$ cat src/rtl/lfsr_period_meter_if.sv
// Bundles the sampled LFSR word, the start request and the measurement results.
// The master drives stimulus into the meter; the slave is the meter itself.
interface lfsr_period_meter_if #(
  parameter int WIDTH     = 8,
  parameter int CNT_WIDTH = 16
);
  logic [WIDTH-1:0]     lfsr_state;
  logic                 start;
  logic                 busy;
  logic                 done;
  logic [CNT_WIDTH-1:0] period;
  logic                 overflow;
  logic                 stuck;

  modport master (
    output lfsr_state, start,
    input  busy, done, period, overflow, stuck
  );

  modport slave (
    input  lfsr_state, start,
    output busy, done, period, overflow, stuck
  );
endinterface

$ cat src/rtl/lfsr_period_meter.sv
// Measures how many clk cycles pass before the first sampled LFSR word reappears.
// Define LFSR_STUCK_DETECT_EN to add lock-up detection (repeated non-reference word).
module lfsr_period_meter #(
  parameter int WIDTH     = 8,
  parameter int CNT_WIDTH = 16
) (
  input  logic               clk,
  input  logic               reset_n,
  lfsr_period_meter_if.slave bus
);
  typedef enum logic [1:0] {
    IDLE  = 2'd0,
    COUNT = 2'd1,
    DONE  = 2'd2
  } state_t;

  localparam logic [CNT_WIDTH-1:0] CNT_MAX = '1;
  localparam logic [CNT_WIDTH-1:0] CNT_ONE = CNT_WIDTH'(1);

  state_t               state_q, state_d;
  logic [WIDTH-1:0]     ref_q, ref_d;
  logic [CNT_WIDTH-1:0] count_q, count_d;
  logic [CNT_WIDTH-1:0] period_q, period_d;
  logic                 busy_q, busy_d;
  logic                 done_q, done_d;
  logic                 overflow_q, overflow_d;
  logic                 match;

  assign match = (bus.lfsr_state == ref_q);

`ifdef LFSR_STUCK_DETECT_EN
  logic [WIDTH-1:0] prev_q, prev_d;
  logic             stuck_q, stuck_d;
  logic             lock_hit;

  assign lock_hit  = (bus.lfsr_state == prev_q) && !match;
  assign bus.stuck = stuck_q;
`else
  assign bus.stuck = 1'b0;
`endif

  always_comb begin
    state_d    = state_q;
    ref_d      = ref_q;
    count_d    = count_q;
    period_d   = period_q;
    done_d     = done_q;
    overflow_d = overflow_q;
`ifdef LFSR_STUCK_DETECT_EN
    stuck_d    = stuck_q;
    prev_d     = prev_q;
`endif
    case (state_q)
      IDLE, DONE: begin
        if (bus.start) begin
          ref_d      = bus.lfsr_state;
          count_d    = CNT_ONE;
          period_d   = '0;
          done_d     = 1'b0;
          overflow_d = 1'b0;
`ifdef LFSR_STUCK_DETECT_EN
          stuck_d    = 1'b0;
          prev_d     = bus.lfsr_state;
`endif
          state_d    = COUNT;
        end
      end
      COUNT: begin
`ifdef LFSR_STUCK_DETECT_EN
        prev_d = bus.lfsr_state;
`endif
        // A match is checked first so a repeat always wins over lock-up or overflow.
        if (match) begin
          period_d = count_q;
          done_d   = 1'b1;
          state_d  = DONE;
        end
`ifdef LFSR_STUCK_DETECT_EN
        else if (lock_hit) begin
          stuck_d  = 1'b1;
          period_d = '0;
          done_d   = 1'b1;
          state_d  = DONE;
        end
`endif
        else if (count_q == CNT_MAX) begin
          period_d   = CNT_MAX;
          overflow_d = 1'b1;
          done_d     = 1'b1;
          state_d    = DONE;
        end else begin
          count_d = count_q + CNT_ONE;
        end
      end
      default: state_d = IDLE;
    endcase
    busy_d = (state_d == COUNT);
  end

  always_ff @(posedge clk) begin
    if (!reset_n) begin
      state_q    <= IDLE;
      ref_q      <= '0;
      count_q    <= '0;
      period_q   <= '0;
      busy_q     <= 1'b0;
      done_q     <= 1'b0;
      overflow_q <= 1'b0;
`ifdef LFSR_STUCK_DETECT_EN
      stuck_q    <= 1'b0;
      prev_q     <= '0;
`endif
    end else begin
      state_q    <= state_d;
      ref_q      <= ref_d;
      count_q    <= count_d;
      period_q   <= period_d;
      busy_q     <= busy_d;
      done_q     <= done_d;
      overflow_q <= overflow_d;
`ifdef LFSR_STUCK_DETECT_EN
      stuck_q    <= stuck_d;
      prev_q     <= prev_d;
`endif
    end
  end

  assign bus.busy     = busy_q;
  assign bus.done     = done_q;
  assign bus.period   = period_q;
  assign bus.overflow = overflow_q;
endmodule
$ cat src/flat_wrapper.sv
// flat-port wrapper written by rule: the top's interface ports become plain ports
module lfsr_period_meter_flat 
#(
  parameter int WIDTH     = 8,
  parameter int CNT_WIDTH = 16
)
  (clk, reset_n, bus_lfsr_state, bus_start, bus_busy, bus_done, bus_period, bus_overflow, bus_stuck);
  lfsr_period_meter_if #(.WIDTH(WIDTH), .CNT_WIDTH(CNT_WIDTH)) bus_i ();
  input  logic clk;
  input  logic reset_n;
  input wire logic [$bits(bus_i.lfsr_state)-1:0] bus_lfsr_state;
  input wire logic [$bits(bus_i.start)-1:0] bus_start;
  output wire logic [$bits(bus_i.busy)-1:0] bus_busy;
  output wire logic [$bits(bus_i.done)-1:0] bus_done;
  output wire logic [$bits(bus_i.period)-1:0] bus_period;
  output wire logic [$bits(bus_i.overflow)-1:0] bus_overflow;
  output wire logic [$bits(bus_i.stuck)-1:0] bus_stuck;
  assign bus_i.lfsr_state = bus_lfsr_state;
  assign bus_i.start = bus_start;
  assign bus_busy = bus_i.busy;
  assign bus_done = bus_i.done;
  assign bus_period = bus_i.period;
  assign bus_overflow = bus_i.overflow;
  assign bus_stuck = bus_i.stuck;
  lfsr_period_meter #(.WIDTH(WIDTH), .CNT_WIDTH(CNT_WIDTH)) u_core (.clk(clk), .reset_n(reset_n), .bus(bus_i));
endmodule
$ cat config.mk
export PLATFORM = sky130hd
export DESIGN_NAME = lfsr_period_meter_flat
export DESIGN_NICKNAME = d
export VERILOG_FILES = /design/src/rtl/lfsr_period_meter_if.sv /design/src/rtl/lfsr_period_meter.sv /design/src/flat_wrapper.sv
export SDC_FILE = /design/constraint.sdc
export NUM_CORES = 1
export LEC_CHECK = 0
export CAP_MARGIN = 5
export CORE_MARGIN = 3
export CORE_UTILIZATION = 54
export DETAILED_ROUTE_END_ITERATION = 12
export MAX_ROUTING_LAYER = met4
export PLACE_DENSITY = 0.79
export SLEW_MARGIN = 0
export SYNTH_ARGS = -nofsm -noshare
export SYNTH_HDL_FRONTEND = slang
export SYNTH_SLANG_ARGS = --single-unit
$ cat constraint.sdc
create_clock -name clk -period 5.1 [get_ports clk]
set_clock_uncertainty 0.1 [all_clocks]
set_input_delay 1.02 -clock clk [delete_from_list [all_inputs] [get_ports clk]]
set_output_delay 1.02 -clock clk [all_outputs]
set_load 0.1 [all_outputs]
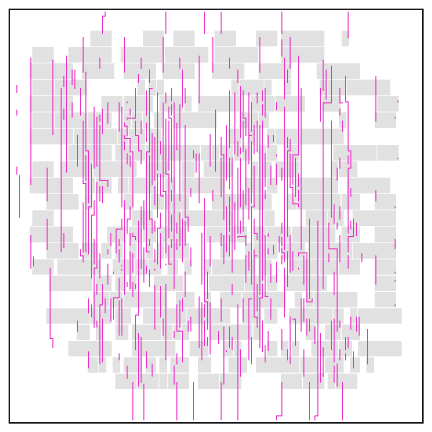
met2.png
Drawn at 6 px/µm.
wire length on this layer = 2,080 µm
longest straight run = 32.5 µm
main direction = vertical
nets with wire on the layer = 209
share of all routed wire = 47%

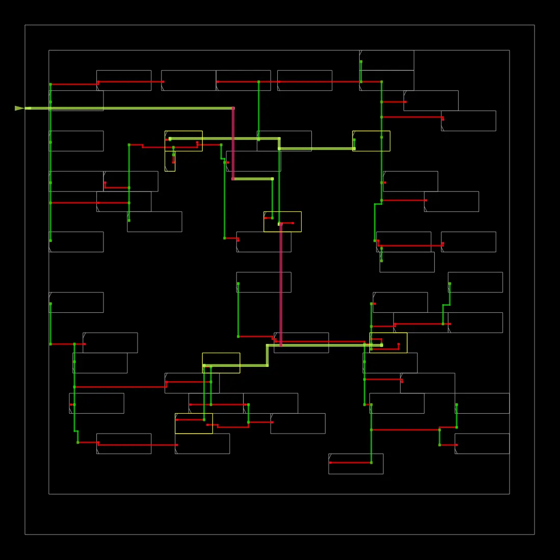
final_clocks.png
total number of clock tree sinks: 45
Seq Cell Count: 45
Layout clock buffers: 7
clk_lat worst skew: 0.30 ns
clock group power: 0.219 mW

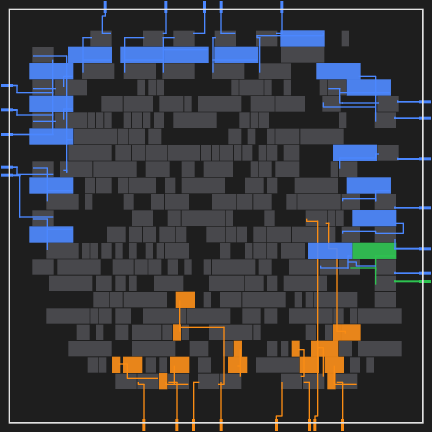
port_nets.png
Drawn at 6 px/µm.
orange -> `bus_lfsr_state`  # bits 8, direction input, edge bottom, end cells 16, buffers 8, wire 170 µm
green -> `bus_done`  # bits 1, direction output, edge right, end cells 1, buffers 1, wire 16.7 µm
blue -> `bus_period`  # bits 16, direction output, edge 6 right, 5 left, 5 top, end cells 16, buffers 16, wire 329 µm

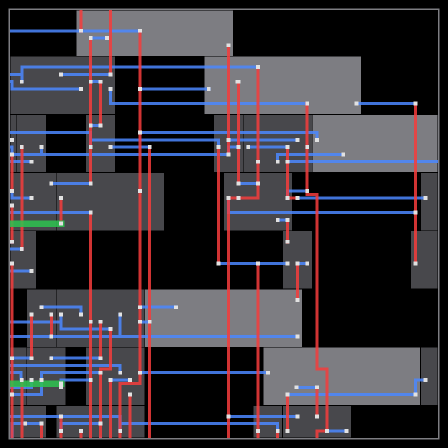
zoom.png
Window x 42 to 62, y 42 to 62 µm. Cells in gray, sequential cells in the stronger gray; small squares are vias.
blue -> met1
red -> met2
green -> met3
cells with their middle in the window = 24
netlist names of flops here include = `u_core.bus.period` (3), `u_core.count_q` (2)
most frequent = dfxtp_1 (5), nor2_1 (4)
sequential cells in the window = 5

==> impl_metrics.json <==
{
  "cts.root.buffer_cell": "sky130_fd_sc_hd__clkbuf_8",
  "worstPathArrival_ns": 3.12,
  "setup_tns_after_final_layout_ns": 0,
  "max_cap_violations": 0,
  "num_rows": 22,
  "synth_cell_types": 51,
  "r2r_slack_ns": 2.55,
  "worst-path-buf-inv": 1,
  "status": "finished, final reports clean",
  "final_critical_path_setup_slack_ns": 2.067,
  "switching_power_mw": 0.1633,
  "layout_worst_path_cycle_share_pct": 59.46,
  "busiest_layer": "met2",
  "finalInstanceArea_um2": 2489,
  "gr-usage-met2_pct": 30.75,
  "logic_area_um2": 1129,
  "drcViolationCount": 0,
  "die_area_um2": 4718,
  "critical_path.slowest_cell": "sky130_fd_sc_hd__a2bb2oi_1",
  "antenna_found_initial": 0,
  "post_synth_main_logic_family": "AND-OR/OR-AND gates",
  "critical_path.startpoint_type": "input port",
  "gr-usage-met1_pct": 30.71,
  "fillerInstances": 312,
  "routed-via-count": 1754,
  "tritoncts": "done",
  "ys_top_cells_by_count": "45 x sky130_fd_sc_hd__dfxtp_1, 28 x sky130_fd_sc_hd__nand2_1, 24 x sky130_fd_sc_hd__nor2_1",
  "synth_seq_share_pct": 42.45,
  "worstSetupEndpointType": "flip-flop",
  "synthFlopType": "sky130_fd_sc_hd__dfxtp_1",
  "worstPathCellList": "clkdlybuf4s50_1 > xnor2_1 > nand4_1 > a2bb2oi_1 > a21oi_2 > o221a_1",
  "layout-drive-gt1-share_pct": 10.71,
  "post_synth_inst_count": 230,
  "nets": 264,
  "drt_iter0_drc": 115,
  "seqAreaFraction_pct": 36.20,
  "postLayoutCoreUtil_pct": 66.97,
  "finalWeightedCongestion": 0.8000,
  "finalSetupViolations": 0,
  "cts_resized": 0,
  "yosysChipArea_um2": 2122,
  "die_w_um": 68.69,
  "mappedNetlistNets": 242,
  "first_pass_iters": 4,
  "tap-cell-count": 48,
  "numPlacedInstances": 293,
  "port_buffers": 29,
  "synthDominantCellAreaShare_pct": 42.45,
  "cell_class_with_the_largest_area_share": "combinational gates",
  "register_to_register_path_depth": 6,
  "power.leakage_nw": 0.8867,
  "postRouteWirelength_um": 4448,
  "pwr-share-comb_pct": 10.7,
  "final_hold_violation_tally": 0,
  "ir_worst_vdd_mv": 0.1786,
  "pwr.group.sequential_mw": 0.363,
  "yosys_warnings": 0,
  "grt_start_max_net_pins": 25,
  "yosys.area_share.aoi_pct": 27.83,
  "rsz0062_at_grt": "no",
  "critical_path.top_delay_family": "AND-OR/OR-AND gates",
  "async_sr_flop_fraction_pct": 0,
  "worst_slew_margin_rel_pct": 34.72,
  "routedWlPerCell_um": 14.83,
  "swShare_pct": 25.06,
  "globalRouteOverflowTotal": 0,
  "die-height_um": 68.69,
  "whs_endpoint": "u_core.bus.done",
  "antennaDiodeCount": 0,
  "synthesis.area_um2": 2122,
  "slew_violations": 0,
  "crit-reg2reg-capture": "u_core.count_q[6]",
  "wl_met1_um": 2120,
  "top_cell": "sky130_fd_sc_hd__dfxtp_1",
  "relative_area_of_clock_buffers_and_inverters_in_the_final_design_pct": 3.469,
  "cts_max_path_buffers": 2,
  "total_power_mw": 0.6518,
  "synthAdderAreaFrac_pct": 0.5896,
  "synth-cells-yosys": 230,
  "via_per_inst": 5.847,
  "n_all_buffers": 30,
  "timing.setup.critical_path_class": "input port to flip-flop",
  "power_combinational_mw": 0.0699,
  "power_frac_seq_pct": 55.7,
  "worstSetupEndpoint": "u_core.count_q[6]",
  "pin_count": 31,
  "warnings": 26,
  "mapped_avg_cell_area_um2": 9.226,
  "pre_placement_core_utilization_pct": 57.10,
  "buffer_area_share_pct": 11.97,
  "layoutNonFillerInstCount": 300,
  "cts.repair_timing.setup_buffer_count": 0,
  "ys_seq_elements": 45,
  "globalRouteTotalUtil_pct": 22.01,
  "power-top-group": "registers",
  "power_density_nw_per_um2": 261.9,
  "critical_path_cell_count": 6,
  "area_growth_syn_to_layout_pct": 17.28,
  "grt_first_pass_wirelength_um": 7562,
  "worst_hold_path_type": "flip-flop to flip-flop",
  "seq_area_um2": 900.9,
  "met2_wirelength_um": 2082
}
Power is estimated from default activity; no workload was simulated.
